File: src/rtl/p5_ctrl_pkg.sv
// Shared constants and types for the P5 instruction-sequencing controller.
package p5_ctrl_pkg;

  // Controller state encoding (also exported on the debug state port).
  typedef enum logic [4:0] {
    S_RST       = 5'd0,
    S_IF1       = 5'd1,
    S_IF2       = 5'd2,
    S_UPDATE_PC = 5'd3,
    S_DECODE    = 5'd4,
    S_WRITE_IMM = 5'd5,
    S_GET_A     = 5'd6,
    S_GET_B     = 5'd7,
    S_ALU       = 5'd8,
    S_ALU_CMP   = 5'd9,
    S_ALU_MOV   = 5'd10,
    S_WRITE_REG = 5'd11,
    S_ADDR_CALC = 5'd12,
    S_LOAD_ADDR = 5'd13,
    S_MEM_RD    = 5'd14,
    S_WB_MEM    = 5'd15,
    S_GET_RD    = 5'd16,
    S_STR_C     = 5'd17,
    S_MEM_WR    = 5'd18,
    S_HALT      = 5'd19
  } state_e;

  // Instruction class captured in DECODE; steers the later branch states.
  typedef enum logic [2:0] {
    K_ALU  = 3'd0,   // ADD, AND
    K_CMP  = 3'd1,
    K_MOVR = 3'd2,   // MOV reg, MVN
    K_LDR  = 3'd3,
    K_STR  = 3'd4
  } cls_e;

  // Opcode field IR[15:13]
  localparam logic [2:0] OPC_LDR  = 3'b011;
  localparam logic [2:0] OPC_STR  = 3'b100;
  localparam logic [2:0] OPC_ALU  = 3'b101;
  localparam logic [2:0] OPC_MOV  = 3'b110;
  localparam logic [2:0] OPC_HALT = 3'b111;

  // Op field IR[12:11]
  localparam logic [1:0] OP_00 = 2'b00;
  localparam logic [1:0] OP_01 = 2'b01;
  localparam logic [1:0] OP_10 = 2'b10;
  localparam logic [1:0] OP_11 = 2'b11;

  // Memory command
  localparam logic [1:0] MEM_NONE  = 2'b00;
  localparam logic [1:0] MEM_READ  = 2'b01;
  localparam logic [1:0] MEM_WRITE = 2'b10;

  // Writeback source
  localparam logic [1:0] VSEL_C     = 2'b00;
  localparam logic [1:0] VSEL_IMM8  = 2'b01;
  localparam logic [1:0] VSEL_MDATA = 2'b10;
  localparam logic [1:0] VSEL_PC    = 2'b11;

  // Register select (one-hot)
  localparam logic [2:0] NSEL_NONE = 3'b000;
  localparam logic [2:0] NSEL_RN   = 3'b100;
  localparam logic [2:0] NSEL_RD   = 3'b010;
  localparam logic [2:0] NSEL_RM   = 3'b001;

  // Full control word, MSB first in port order.
  typedef struct packed {
    logic [2:0] nsel;
    logic       write;
    logic       loada;
    logic       loadb;
    logic       loadc;
    logic       loads;
    logic       asel;
    logic       bsel;
    logic [1:0] vsel;
    logic       load_ir;
    logic       load_pc;
    logic       reset_pc;
    logic       addr_sel;
    logic       load_addr;
    logic [1:0] mem_cmd;
    logic       halted;
  } ctrl_t;

  localparam int CTRL_W = $bits(ctrl_t);

endpackage

File: src/rtl/p5_ctrl_outdec.sv
// Pure state -> control-word decoder (Moore outputs of the controller).
module p5_ctrl_outdec
  import p5_ctrl_pkg::*;
(
  input  logic [4:0]        i_state,
  output logic [CTRL_W-1:0] o_ctrl
);

  ctrl_t w_c;

  // Everything defaults to 0; each state raises only its own strobes.
  always_comb begin
    w_c = '0;
    case (state_e'(i_state))
      S_RST:       begin w_c.reset_pc = 1'b1; w_c.load_pc = 1'b1; end
      S_IF1:       begin w_c.addr_sel = 1'b1; w_c.mem_cmd = MEM_READ; end
      S_IF2:       begin w_c.addr_sel = 1'b1; w_c.mem_cmd = MEM_READ; w_c.load_ir = 1'b1; end
      S_UPDATE_PC: w_c.load_pc = 1'b1;
      S_WRITE_IMM: begin w_c.nsel = NSEL_RN; w_c.vsel = VSEL_IMM8; w_c.write = 1'b1; end
      S_GET_A:     begin w_c.nsel = NSEL_RN; w_c.loada = 1'b1; end
      S_GET_B:     begin w_c.nsel = NSEL_RM; w_c.loadb = 1'b1; end
      S_ALU:       w_c.loadc = 1'b1;
      S_ALU_CMP:   w_c.loads = 1'b1;
      S_ALU_MOV:   begin w_c.asel = 1'b1; w_c.loadc = 1'b1; end
      S_WRITE_REG: begin w_c.nsel = NSEL_RD; w_c.vsel = VSEL_C; w_c.write = 1'b1; end
      S_ADDR_CALC: begin w_c.bsel = 1'b1; w_c.loadc = 1'b1; end
      S_LOAD_ADDR: w_c.load_addr = 1'b1;
      S_MEM_RD:    w_c.mem_cmd = MEM_READ;
      S_WB_MEM:    begin
        w_c.mem_cmd = MEM_READ; w_c.nsel = NSEL_RD; w_c.vsel = VSEL_MDATA; w_c.write = 1'b1;
      end
      S_GET_RD:    begin w_c.nsel = NSEL_RD; w_c.loadb = 1'b1; end
      S_STR_C:     begin w_c.asel = 1'b1; w_c.loadc = 1'b1; end
      S_MEM_WR:    w_c.mem_cmd = MEM_WRITE;
      S_HALT:      w_c.halted = 1'b1;
      default:     w_c = '0;
    endcase
  end

  assign o_ctrl = w_c;

endmodule

File: src/rtl/p5_controller.sv
// P5 instruction sequencer: fetch, decode and per-instruction execute FSM.
// The ALU step is split into three states so its strobes stay Moore; the
// instruction class is captured in DECODE so later IR changes are ignored.
module p5_controller
  import p5_ctrl_pkg::*;
#(
  parameter bit HALT_ON_ILLEGAL = 1'b1
) (
  input  logic       clk,
  input  logic       reset,
  input  logic [2:0] opcode,
  input  logic [1:0] op,
  output logic [2:0] nsel,
  output logic       write,
  output logic       loada,
  output logic       loadb,
  output logic       loadc,
  output logic       loads,
  output logic       asel,
  output logic       bsel,
  output logic [1:0] vsel,
  output logic       load_ir,
  output logic       load_pc,
  output logic       reset_pc,
  output logic       addr_sel,
  output logic       load_addr,
  output logic [1:0] mem_cmd,
  output logic       halted,
  output logic [4:0] state
);

  state_e            r_state, w_next;
  cls_e              r_cls, w_cls_next;
  logic [CTRL_W-1:0] w_ctrl;

  // State and captured instruction class.
  always_ff @(posedge clk or posedge reset) begin
    if (reset) begin
      r_state <= S_RST;
      r_cls   <= K_ALU;
    end else begin
      r_state <= w_next;
      r_cls   <= w_cls_next;
    end
  end

  // Next-state: IR is looked at only in DECODE; later branches use r_cls.
  always_comb begin
    w_next     = r_state;
    w_cls_next = r_cls;
    case (r_state)
      S_RST:       w_next = S_IF1;
      S_IF1:       w_next = S_IF2;
      S_IF2:       w_next = S_UPDATE_PC;
      S_UPDATE_PC: w_next = S_DECODE;
      S_DECODE: begin
        case ({opcode, op})
          {OPC_MOV, OP_10}:                   w_next = S_WRITE_IMM;
          {OPC_MOV, OP_00}, {OPC_ALU, OP_11}: begin w_next = S_GET_B; w_cls_next = K_MOVR; end
          {OPC_ALU, OP_00}, {OPC_ALU, OP_10}: begin w_next = S_GET_A; w_cls_next = K_ALU;  end
          {OPC_ALU, OP_01}:                   begin w_next = S_GET_A; w_cls_next = K_CMP;  end
          {OPC_LDR, OP_00}:                   begin w_next = S_GET_A; w_cls_next = K_LDR;  end
          {OPC_STR, OP_00}:                   begin w_next = S_GET_A; w_cls_next = K_STR;  end
          default:
            w_next = (opcode == OPC_HALT || HALT_ON_ILLEGAL) ? S_HALT : S_IF1;
        endcase
      end
      S_WRITE_IMM: w_next = S_IF1;
      S_GET_A:     w_next = (r_cls == K_LDR || r_cls == K_STR) ? S_ADDR_CALC : S_GET_B;
      S_GET_B: begin
        case (r_cls)
          K_CMP:   w_next = S_ALU_CMP;
          K_MOVR:  w_next = S_ALU_MOV;
          default: w_next = S_ALU;
        endcase
      end
      S_ALU, S_ALU_MOV: w_next = S_WRITE_REG;
      S_ALU_CMP:   w_next = S_IF1;
      S_WRITE_REG: w_next = S_IF1;
      S_ADDR_CALC: w_next = S_LOAD_ADDR;
      S_LOAD_ADDR: w_next = (r_cls == K_LDR) ? S_MEM_RD : S_GET_RD;
      S_MEM_RD:    w_next = S_WB_MEM;
      S_WB_MEM:    w_next = S_IF1;
      S_GET_RD:    w_next = S_STR_C;
      S_STR_C:     w_next = S_MEM_WR;
      S_MEM_WR:    w_next = S_IF1;
      S_HALT:      w_next = S_HALT;
      default:     w_next = S_RST;
    endcase
  end

  p5_ctrl_outdec u_outdec (
    .i_state (r_state),
    .o_ctrl  (w_ctrl)
  );

  assign {nsel, write, loada, loadb, loadc, loads, asel, bsel, vsel, load_ir,
          load_pc, reset_pc, addr_sel, load_addr, mem_cmd, halted} = w_ctrl;
  assign state = r_state;

endmodule

File: config.mk
export PLATFORM = sky130hd
export DESIGN_NAME = p5_controller
export DESIGN_NICKNAME = d
export VERILOG_FILES = /design/src/rtl/p5_ctrl_pkg.sv /design/src/rtl/p5_ctrl_outdec.sv /design/src/rtl/p5_controller.sv
export SDC_FILE = /design/constraint.sdc
export NUM_CORES = 1
export LEC_CHECK = 0
export ABC_AREA = 1
export CAP_MARGIN = 20
export CORE_MARGIN = 2
export CORE_UTILIZATION = 40
export CTS_CLUSTER_SIZE = 10
export DETAILED_ROUTE_END_ITERATION = 12
export PLACE_DENSITY = 0.71
export SLEW_MARGIN = 20
export SYNTH_ARGS = -nofsm -noshare
export SYNTH_HDL_FRONTEND = slang
export SYNTH_HIERARCHICAL = 1
export SYNTH_SLANG_ARGS = --single-unit
File: constraint.sdc
create_clock -name clk -period 1.8 [get_ports clk]
set_input_delay 0.54 -clock clk [delete_from_list [all_inputs] [get_ports clk]]
set_output_delay 0.54 -clock clk [all_outputs]
set_load 0.02 [all_outputs]
==> impl_metrics.tcl <==
# collected from the flow reports
set metrics [dict create \
    top_layer_used "met3" \
    clockRootBuffer "clkbuf_4" \
    grt_max_degree 9 \
    buffer_area_frac 0.285 \
    ys_cells 180 \
    worst_path_largest_cell_delay_ps 430 \
    num-nonclk-inverters 27 \
    clk_share 0.0171 \
    powerDensity_nw_per_um2 1720 \
    crit_path_end "loadb" \
    rsz0062_at_grt "yes" \
    track_usage 0.242 \
    worstPathArrival_ps 1340 \
    end_kind "primary output" \
    sh_comb_area 0.474 \
    cts_hold_buf 0 \
    p_comb_uw 2130 \
    p_seq_frac 0.145 \
    busiest_layer "met2" \
    synthMuxAreaShare 0 \
    dr.pass1.iters 4 \
    seq_power_uw 384 \
    viasPerCell 5.09 \
    slew_violations 0 \
    setup_viol 8 \
    n_all_buffers 54 \
    synthTopLogicFamily "simple AND/OR/NAND/NOR gates" \
    io_pins 32 \
    tightest_slew_ps 351 \
    vias 1344 \
    dominant_cells "logic gates" \
    run_status "complete, but fails checks" \
    synthAdderAreaFrac 0 \
    fin_ws_ps -79.1 \
    seq_area_um2 205 \
    violations "setup timing" \
    warning_count 29 \
    ys_area_um2 975 \
    p_int_uw 1180 \
    cp.buffers_inverters 3 \
    drive_gt1_frac 0.335 \
    crit_chain "buf_6, nor2_4, nand3_2, buf_6, o21ai_2, buf_6" \
    dr_wl_met3_um 223 \
    ys_seq_elements 8 \
    die_height_um 53.4 \
    mostFrequentLayoutCell "nand2_1" \
]
## synth_stat cells
master,n,share of area
nand3_1,21,0.11
dfrtp_1,8,0.21
nor3_4,1,0.017
o211ai_1,2,0.015
inv_2,2,0.0077
nand2_1,54,0.21
o21ai_1,4,0.021
nand3b_1,2,0.015
nor3_1,4,0.021
o22ai_1,1,0.0064
buf_6,2,0.023
inv_1,25,0.096
nor2_4,1,0.012
nand3_2,1,0.010
nand4_1,3,0.019
nor4_1,1,0.0064
nand2_2,2,0.013
nor2_1,36,0.14
nor2_2,3,0.019
a21oi_1,6,0.031
o21a_1,1,0.0077
## registers in the layout, indices dropped and copies added (netlist names)
register and flops:
state 5, r_cls 3
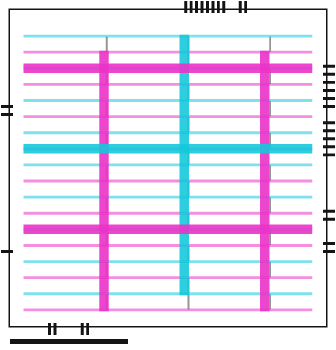
Figure 1: floorplan with the power grid.
The bar under the picture is 20 um long. Pins as bars on the die edge. Tap cells in gray.
- magenta: VSS
- cyan: VDD
- tap cells: 28
- met1 rails: 18
- rows: 17

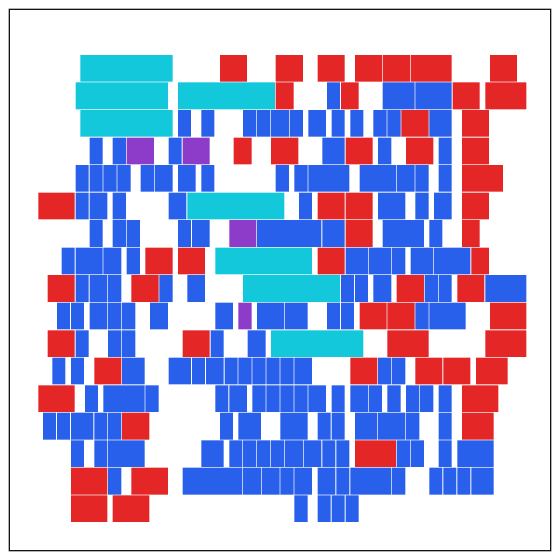
Figure 2: cell classes on the final placement.
- red: other buffers and delay cells (cells 54)
- purple: clock drivers and dummy loads (cells 4)
- cyan: flops (cells 8)
- blue: all other logic (cells 170)
num rows: 17
Seq/total area: 0.133
final instance area: 1540 um^2
Final Util: 0.682

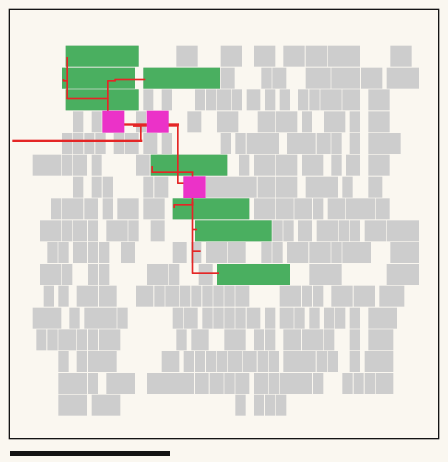
Figure 3: clock network drawn from the DEF.
The bar under the picture is 20 um long.
- magenta: cells driving clock nets (count 3)
- green: flip-flops (count 8)
- red: clock wires (length 90.3 um)
- routed clock nets: 4

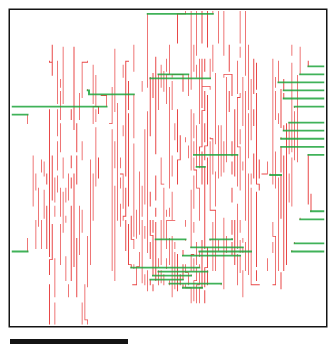
Figure 4: wiring by layer.
The bar under the picture is 20 um long. Only two layers are drawn.
- red: met2 (wire length 1,720 um)
- green: met3 (wire length 223 um)

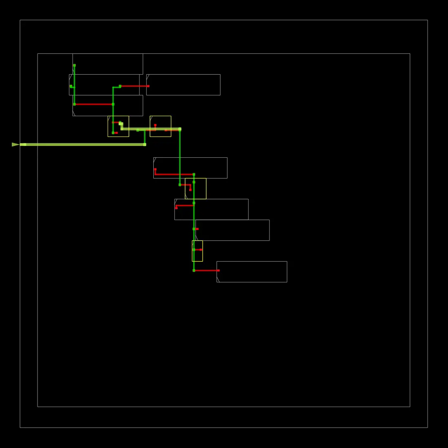
Figure 5: the clock network.
CLK BUF: 4
total CTS buffers: 3
worst-skew pair later-pin latency: 250 ps
skew final: 9.09 ps
total clock sinks: 8

